==> config.mk <==
export PLATFORM = sky130hd
export DESIGN_NAME = johnson_decoder_flat
export DESIGN_NICKNAME = d
export VERILOG_FILES = /design/src/rtl/johnson_decoder_if.sv /design/src/rtl/johnson_decoder.sv /design/src/flat_wrapper.sv
export SDC_FILE = /design/constraint.sdc
export NUM_CORES = 1
export LEC_CHECK = 0
export CAP_MARGIN = 20
export CORE_ASPECT_RATIO = 1.75
export CORE_UTILIZATION = 53
export CTS_CLUSTER_DIAMETER = 120
export CTS_CLUSTER_SIZE = 40
export DETAILED_ROUTE_END_ITERATION = 16
export PLACE_DENSITY = 0.85
export SKIP_LAST_GASP = 1
export SLEW_MARGIN = 20
export SYNTH_ARGS = -nofsm -noshare
export SYNTH_HDL_FRONTEND = slang
export SYNTH_SLANG_ARGS = --single-unit
==> constraint.sdc <==
create_clock -name clk -period 3 [get_ports clk]
set_input_delay 0.6 -clock clk [delete_from_list [all_inputs] [get_ports clk]]
set_output_delay 0.6 -clock clk [all_outputs]
set_load 0.005 [all_outputs]
==> src/rtl/johnson_decoder_if.sv <==
// johnson_decoder_if: sample input and decoded/status outputs of johnson_decoder.
// master = producer of code samples (consumer of status), slave = the decoder.
interface johnson_decoder_if #(
    parameter int N  = 4,
    parameter int IW = 3
);
    logic              sample_valid;
    logic [0:N-1]      code;
    logic [IW-1:0]     index;
    logic [2*N-1:0]    onehot;
    logic              valid_out;
    logic              locked;
    logic              step_err;
    logic [7:0]        err_count;

    modport master (
        output sample_valid, code,
        input  index, onehot, valid_out, locked, step_err, err_count
    );

    modport slave (
        input  sample_valid, code,
        output index, onehot, valid_out, locked, step_err, err_count
    );
endinterface

==> src/rtl/johnson_decoder.sv <==
// johnson_decoder: decodes sampled N-bit Johnson words into a binary index and
// one-hot vector, tracks the legal successor sequence (IDLE/ACQ/LOCK) and
// counts sequence errors with an 8-bit saturating counter.
// Optional build macro JDEC_HOLD_EN: when defined, re-sampling the current
// code in ACQ/LOCK is a hold (stalled counter) rather than a non-successor.
//
// state | meaning
// IDLE  | no valid reference; next legal sample becomes the reference
// ACQ   | reference held, counting consecutive successor steps
// LOCK  | LOCK_LEN successors seen, every sample must be the successor
module johnson_decoder #(
    parameter int N        = 4,
    parameter int IW       = 3,
    parameter int LOCK_LEN = 2
) (
    input  logic            clk,
    input  logic            reset,
    johnson_decoder_if.slave bus
);
`ifdef JDEC_HOLD_EN
    localparam bit HOLD_EN = 1'b1;
`else
    localparam bit HOLD_EN = 1'b0;
`endif

    typedef enum logic [1:0] {S_IDLE, S_ACQ, S_LOCK} state_t;

    state_t          state_q;
    logic [IW-1:0]   index_q;
    logic [2*N-1:0]  onehot_q;
    logic            valid_q;
    logic            locked_q;
    logic            step_err_q;
    logic [7:0]      err_cnt_q;
    logic [3:0]      run_q;

    logic            code_legal;
    logic [IW-1:0]   code_idx;
    logic [IW-1:0]   succ_idx;
    logic            is_succ;
    logic            is_hold;
    logic            err_fire;

    function automatic logic [0:N-1] jcode(input int k);
        logic [0:N-1] c;
        for (int b = 0; b < N; b++)
            c[b] = (k <= N) ? (b < k) : (b >= k - N);
        return c;
    endfunction

    function automatic logic [2*N-1:0] oh_of(input logic [IW-1:0] i);
        logic [2*N-1:0] v;
        v    = '0;
        v[i] = 1'b1;
        return v;
    endfunction

    // Decode the sampled word and classify it against the current reference.
    always_comb begin
        code_legal = 1'b0;
        code_idx   = '0;
        for (int k = 0; k < 2 * N; k++) begin
            if (bus.code == jcode(k)) begin
                code_legal = 1'b1;
                code_idx   = IW'(k);
            end
        end
        succ_idx = (index_q == IW'(2 * N - 1)) ? '0 : index_q + 1'b1;
        is_succ  = code_legal && (code_idx == succ_idx);
        is_hold  = HOLD_EN && code_legal && (code_idx == index_q);
        err_fire = bus.sample_valid &&
                   (!code_legal || (state_q == S_LOCK && !is_succ && !is_hold));
    end

    // Sequence tracker FSM with registered outputs and saturating error count.
    always_ff @(posedge clk or negedge reset) begin
        if (!reset) begin
            state_q    <= S_IDLE;
            index_q    <= '0;
            onehot_q   <= '0;
            valid_q    <= 1'b0;
            locked_q   <= 1'b0;
            step_err_q <= 1'b0;
            err_cnt_q  <= '0;
            run_q      <= '0;
        end else begin
            step_err_q <= err_fire;
            if (err_fire && err_cnt_q != 8'hFF)
                err_cnt_q <= err_cnt_q + 8'd1;
            if (bus.sample_valid) begin
                case (state_q)
                    S_IDLE: begin
                        if (code_legal) begin
                            index_q  <= code_idx;
                            onehot_q <= oh_of(code_idx);
                            valid_q  <= 1'b1;
                            run_q    <= '0;
                            state_q  <= S_ACQ;
                        end
                    end
                    S_ACQ: begin
                        if (!code_legal) begin
                            valid_q  <= 1'b0;
                            onehot_q <= '0;
                            run_q    <= '0;
                            state_q  <= S_IDLE;
                        end else if (is_hold) begin
                            state_q  <= S_ACQ;
                        end else if (is_succ) begin
                            index_q  <= code_idx;
                            onehot_q <= oh_of(code_idx);
                            run_q    <= run_q + 4'd1;
                            if (run_q + 4'd1 == 4'(LOCK_LEN)) begin
                                locked_q <= 1'b1;
                                state_q  <= S_LOCK;
                            end
                        end else begin
                            index_q  <= code_idx;
                            onehot_q <= oh_of(code_idx);
                            run_q    <= '0;
                        end
                    end
                    S_LOCK: begin
                        if (!code_legal) begin
                            valid_q  <= 1'b0;
                            onehot_q <= '0;
                            locked_q <= 1'b0;
                            run_q    <= '0;
                            state_q  <= S_IDLE;
                        end else if (is_hold) begin
                            state_q  <= S_LOCK;
                        end else if (is_succ) begin
                            index_q  <= code_idx;
                            onehot_q <= oh_of(code_idx);
                        end else begin
                            // Legal jump: keep the new index visible, drop lock.
                            index_q  <= code_idx;
                            onehot_q <= oh_of(code_idx);
                            locked_q <= 1'b0;
                            run_q    <= '0;
                            state_q  <= S_IDLE;
                        end
                    end
                    default: state_q <= S_IDLE;
                endcase
            end
        end
    end

    assign bus.index     = index_q;
    assign bus.onehot    = onehot_q;
    assign bus.valid_out = valid_q;
    assign bus.locked    = locked_q;
    assign bus.step_err  = step_err_q;
    assign bus.err_count = err_cnt_q;
endmodule

==> src/flat_wrapper.sv <==
// flat-port wrapper written by rule: the top's interface ports become plain ports
module johnson_decoder_flat 
#(
    parameter int N        = 4,
    parameter int IW       = 3,
    parameter int LOCK_LEN = 2
)
  (clk, reset, bus_sample_valid, bus_code, bus_index, bus_onehot, bus_valid_out, bus_locked, bus_step_err, bus_err_count);
  johnson_decoder_if #(.N(N), .IW(IW)) bus_i ();
  input  logic clk;
  input  logic reset;
  input wire logic [$bits(bus_i.sample_valid)-1:0] bus_sample_valid;
  input wire logic [$bits(bus_i.code)-1:0] bus_code;
  output wire logic [$bits(bus_i.index)-1:0] bus_index;
  output wire logic [$bits(bus_i.onehot)-1:0] bus_onehot;
  output wire logic [$bits(bus_i.valid_out)-1:0] bus_valid_out;
  output wire logic [$bits(bus_i.locked)-1:0] bus_locked;
  output wire logic [$bits(bus_i.step_err)-1:0] bus_step_err;
  output wire logic [$bits(bus_i.err_count)-1:0] bus_err_count;
  assign bus_i.sample_valid = bus_sample_valid;
  assign bus_i.code = bus_code;
  assign bus_index = bus_i.index;
  assign bus_onehot = bus_i.onehot;
  assign bus_valid_out = bus_i.valid_out;
  assign bus_locked = bus_i.locked;
  assign bus_step_err = bus_i.step_err;
  assign bus_err_count = bus_i.err_count;
  johnson_decoder #(.N(N), .IW(IW), .LOCK_LEN(LOCK_LEN)) u_core (.clk(clk), .reset(reset), .bus(bus_i));
endmodule
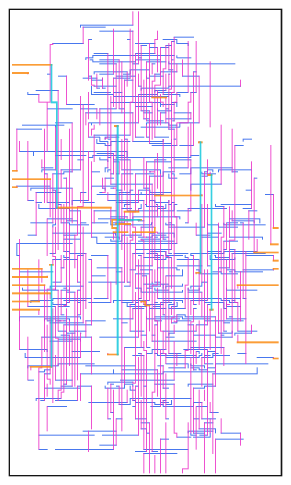
Figure 1: run 1, wiring by layer.
(6 px per µm)
| colour | layer | wire length |
|---|---|---|
| orange | met3 | 113 µm |
| magenta | met2 | 2260 µm |
| cyan | met4 | 128 µm |
| blue | met1 | 1570 µm |

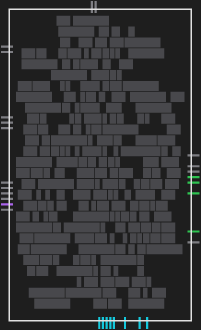
Figure 2: run 1, pin map.
(4 px per µm) Pins as bars across the die edge, other pins in grey.
| colour | port | pins | direction | edge |
|---|---|---|---|---|
| green | `bus_code` | 4 | input | east |
| cyan | `bus_onehot` | 8 | output | south |
| purple | `bus_step_err` | 1 | output | west |
all pins by edge: 11 west, 8 east, 8 south, 2 north
Die Width: 45.13 µm
port buffer count: 28
Die Y: 77.48 µm

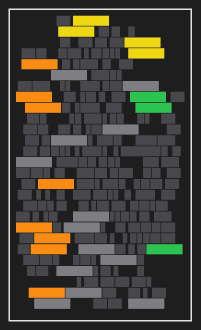
Figure 3: run 1, sequential cells coloured by netlist name.
(4 px per µm) Other sequential cells in the stronger grey, the rest of the logic in the fainter grey.
| colour | signal | flops |
|---|---|---|
| yellow | `u_core.run_q` | 4 |
| green | `u_core.bus.index` | 3 |
| orange | `u_core.bus.err_count` | 8 |

==> results.sh, run 1 <==
# yosys + openroad results
export IMPL_grt_antenna_before_repair=0
export IMPL_fin_cells=257
export IMPL_num_antenna_cells=0
export IMPL_tool_warnings=30
export IMPL_drtAntennaViolNets=0
export IMPL_min_from="u_core.bus.onehot[2]$_DFFE_PN0P_"
export IMPL_post_cts_buffers=0
export IMPL_hp_class="flop to flop"
export IMPL_cap_violations=0
export IMPL_design_area_um2=2150
export IMPL_whs_path_depth=2
export IMPL_total_power_mw=1.349
export IMPL_die_area_um2=3497
export IMPL_grt_busiest_layer="met2"
export IMPL_reg2reg_setup_slack_ns=0.32
export IMPL_cts_buffers=3
export IMPL_dr_pass1_iters=4
export IMPL_skew_ns=0.001656
export IMPL_p_per_area_nw_per_um2=627.7
export IMPL_ys_sh_simple_pct=21.10
export IMPL_met2_length_um=2261
export IMPL_reg2reg_from="u_core.bus.index[0]$_DFFE_PN0P_"
export IMPL_grt_pass1_wl_um=6748
export IMPL_status="finished, final reports clean"
export IMPL_clk_pin_slew_ns=0.09
export IMPL_area_growth_pct=24.58
export IMPL_netlist_area_leader_share_pct=40.61
export IMPL_fin_ws_ns=0.3193
export IMPL_slew_limit_headroom_pct=71.62
export IMPL_endpoint_kind="flop"
export IMPL_final_cell_mix="clkdlybuf4s50_1, dfrtp_1, nand2_1"
export IMPL_yosys_cells=179
export IMPL_track_usage_pct=25.68
export IMPL_ys_ff=28
export IMPL_dpl_cell_area_um2=2095
export IMPL_synthArstFlopShare_pct=100.0
export IMPL_syn_area_um2=1725
export IMPL_cts_root_buffer="clkbuf_8"
export IMPL_required_ns=3.18
export IMPL_drive_gt1_share_pct=14.02
export IMPL_grt_ovfl_total=0
export IMPL_timing_worst_slew_pin_value_ns=0.4242
export IMPL_clk_latency_ns=0.28
export IMPL_path_class="flop to flop"
export IMPL_final_max_slew_viol_count=0
export IMPL_met3_usage_pct=2.558
export IMPL_hold_buffers=0
export IMPL_wl_met3_um=113
export IMPL_tns_ns=0
export IMPL_ir_drop_mv=0.4578
export IMPL_fin_util_pct=69.16
export IMPL_synth_logic_top_family="AND-OR/OR-AND gates"
export IMPL_ys_sh_aoi_pct=22.12
export IMPL_vias=1509
export IMPL_grt_setup_unrepaired="no"
export IMPL_synthMuxAreaShare_pct=1.885
export IMPL_use_met1_pct=28.35
export IMPL_htreeDepth=1
export IMPL_whs_ns=0.4932
export IMPL_area_leaders="dfrtp_1, ha_1, nand2_1"
export IMPL_drt_iter0_drc=46
export IMPL_period_needed_ns=2.681
export IMPL_viasPerCell=5.872
export IMPL_cp_endpoint="u_core.bus.err_count[7]$_DFFE_PN0P_"
export IMPL_met1_length_um=1568
export IMPL_edf_count=0
export IMPL_place_hpwl_um=3106
-- run 1: worst max-delay path, stage by stage, from the launching register on --
cell and delay (ns):
dfrtp_1 0.44, ha_1 0.22, ha_1 0.33, and4bb_1 0.22, a31oi_1 0.27, a2111oi_4 0.16
o21a_4 0.25, or4_1 0.51, a21o_1 0.19
-- run 1: cell type report --
cell class	count	area, µm²	share of cell area (%)
inverter	9	33.78	1.572
clock buffer	4	55.05	2.561
timing repair buffer	39	362.8	16.88
tap	43	53.80	2.503
sequential	28	700.7	32.60
multi-input combinational	134	943.4	43.89
-- run 1: where the power goes --
| part | switching [mW] | leakage (nW) | internal, mW |
|---|---|---|---|
| sequential | 0.0866 | 0.363 | 0.461 |
| combinational | 0.268 | 0.542 | 0.297 |
| clock | 0.119 | 0.0288 | 0.118 |
| total | 0.473 | 0.934 | 0.876 |
==> run 1 -> run 2 <==
--- a/config.mk
+++ b/config.mk
@@ -17,3 +17,4 @@
 export SYNTH_ARGS = -nofsm -noshare
 export SYNTH_HDL_FRONTEND = slang
 export SYNTH_SLANG_ARGS = --single-unit
+export TNS_END_PERCENT = 10
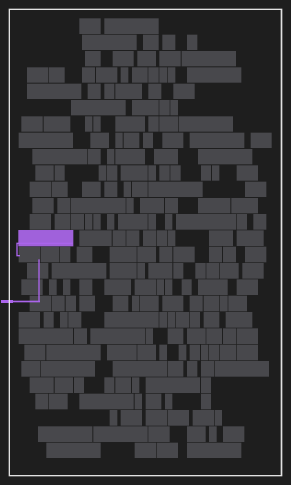
Figure 4: run 2, port wiring.
(6 px per µm)
| colour | port | bits | direction | end cells | wire |
|---|---|---|---|---|---|
| purple | `bus_step_err` | 1 | output | 1 | 23.0 µm |

==> results.sh, run 2 <==
# yosys + openroad results
export IMPL_edf_count=0
export IMPL_clk_pin_slew_ns=0.09
export IMPL_synthArstFlopShare_pct=100.0
export IMPL_skew_ns=0.001656
export IMPL_ir_drop_mv=0.4578
export IMPL_place_inst=253
export IMPL_ys_sh_simple_pct=21.10
export IMPL_grt_antenna_before_repair=0
export IMPL_p_int_mw=0.8762
export IMPL_drive_gt1_share_pct=14.02
export IMPL_io_buffers=28
export IMPL_met1_length_um=1568
export IMPL_min_from="u_core.bus.onehot[2]$_DFFE_PN0P_"
export IMPL_clockBufferDepth=2
export IMPL_netlist_area_leader_share_pct=40.61
export IMPL_area_growth_pct=24.58
export IMPL_power_frac_comb_pct=41.9
export IMPL_routed_top_layer="met4"
export IMPL_die_area_um2=3497
export IMPL_setup_viol=0
export IMPL_synthCells=179
export IMPL_use_met1_pct=28.35
export IMPL_grt_pass1_wl_um=6748
export IMPL_endpoint_kind="flop"
export IMPL_routedWlPerCell_um=15.84
export IMPL_fillers=267
export IMPL_cts_buffers=3
export IMPL_cp_num_buf_inv=0
export IMPL_clockPowerShare_pct=17.5
export IMPL_tool_warnings=30
export IMPL_required_ns=3.18
export IMPL_vias=1509
export IMPL_syn_area_um2=1725
export IMPL_hold_buffers=0
export IMPL_fin_ws_ns=0.3193
export IMPL_synth_logic_top_family="AND-OR/OR-AND gates"
export IMPL_yosys_cells=179
export IMPL_dieHeight_um=77.48
export IMPL_total_power_mw=1.349
export IMPL_std_cell_rows=27
export IMPL_design_area_um2=2150
export IMPL_met2_length_um=2261
export IMPL_place_hpwl_um=3106
export IMPL_reg2reg_setup_slack_ns=0.32
export IMPL_pre_cts_slack_ns=0.1078
export IMPL_met3_usage_pct=2.558
export IMPL_path_delay_family="AND-OR/OR-AND gates"
export IMPL_critPathMaxFanout=7
export IMPL_cp_startpoint="u_core.bus.index[0]$_DFFE_PN0P_"
export IMPL_post_cts_buffers=0
export IMPL_reg2reg_to="u_core.bus.err_count[7]$_DFFE_PN0P_"
export IMPL_path_class="flop to flop"
export IMPL_final_max_slew_viol_count=0
export IMPL_fp_util_pct=55.52
export IMPL_reg2reg_from="u_core.bus.index[0]$_DFFE_PN0P_"
export IMPL_period_needed_ns=2.681
export IMPL_track_usage_pct=25.68
export IMPL_crit_path_cell_trace="ha_1, ha_1, and4bb_1, a31oi_1, a2111oi_4, o21a_4, or4_1, a21o_1"
export IMPL_slew_limit_headroom_pct=71.62
export IMPL_drt_iter0_drc=46
export IMPL_p_per_area_nw_per_um2=627.7
export IMPL_cts_root_buffer="clkbuf_8"
export IMPL_dpl_cell_area_um2=2095
export IMPL_wl_met3_um=113
export IMPL_fmax_mhz=373.0
export IMPL_cp_endpoint="u_core.bus.err_count[7]$_DFFE_PN0P_"
export IMPL_status="finished, final reports clean"
export IMPL_wirelength_um=4070
export IMPL_drcViolationCount=0
export IMPL_cts_tree="built"
export IMPL_grt_ovfl_total=0
export IMPL_p_seq_share_pct=40.6
export IMPL_place_gp_congestion=0.9109
export IMPL_viasPerCell=5.872
export IMPL_grt_busiest_layer="met2"
export IMPL_min_to="u_core.bus.onehot[2]$_DFFE_PN0P_"
export IMPL_hp_class="flop to flop"
export IMPL_p_sw_mw=0.4731
export IMPL_drtAntennaViolNets=0
export IMPL_whs_ns=0.4932
export IMPL_cpMostUsedCell="ha_1"
export IMPL_die_w_um=45.13
export IMPL_synthMuxAreaShare_pct=1.885
export IMPL_cap_violations=0
export IMPL_period_used_pct=89.36
export IMPL_swShare_pct=35.06
export IMPL_avgSynthCellArea_um2=9.639
export IMPL_ys_ff=28
export IMPL_ys_sh_aoi_pct=22.12
export IMPL_final_cell_mix="clkdlybuf4s50_1, dfrtp_1, nand2_1"
export IMPL_dr_pass1_iters=4
export IMPL_fin_cells=257
export IMPL_area_leaders="dfrtp_1, ha_1, nand2_1"
export IMPL_timing_worst_slew_pin_value_ns=0.4242
export IMPL_htreeDepth=1
export IMPL_whs_path_depth=2
export IMPL_crit_path_max_incr_delay_ns=0.51
export IMPL_tns_ns=0
export IMPL_hold_viol=0
export IMPL_clk_latency_ns=0.28
export IMPL_cp_num_cells=8
export IMPL_crit_path_top_delay_cell="or4_1"
export IMPL_grt_setup_unrepaired="no"
export IMPL_num_antenna_cells=0
export IMPL_fin_util_pct=69.16
run 2: area by class of cell:
| type | instances | area, µm² | area share, % |
|---|---|---|---|
| Clock buffer | 4 | 55.05 | 2.561 |
| Inverter | 9 | 33.78 | 1.572 |
| Multi-Input combinational cell | 134 | 943.4 | 43.89 |
| Sequential cell | 28 | 700.7 | 32.60 |
| Tap cell | 43 | 53.80 | 2.503 |
| Timing Repair Buffer | 39 | 362.8 | 16.88 |
run 2: power by group through the flow:
| stage | clock [mW] | sequential (mW) | combinational (mW) |
|---|---|---|---|
| after global placement | 0 | 0.547 | 0.533 |
| after CTS | 0.239 | 0.549 | 0.568 |
| after floorplan | 0 | 0.545 | 0.301 |
| final | 0.237 | 0.548 | 0.565 |
| after detailed placement | 0 | 0.556 | 0.559 |
| after global routing | 0.258 | 0.558 | 0.619 |
No activity file was given, so power comes from the tool's default toggle rates.
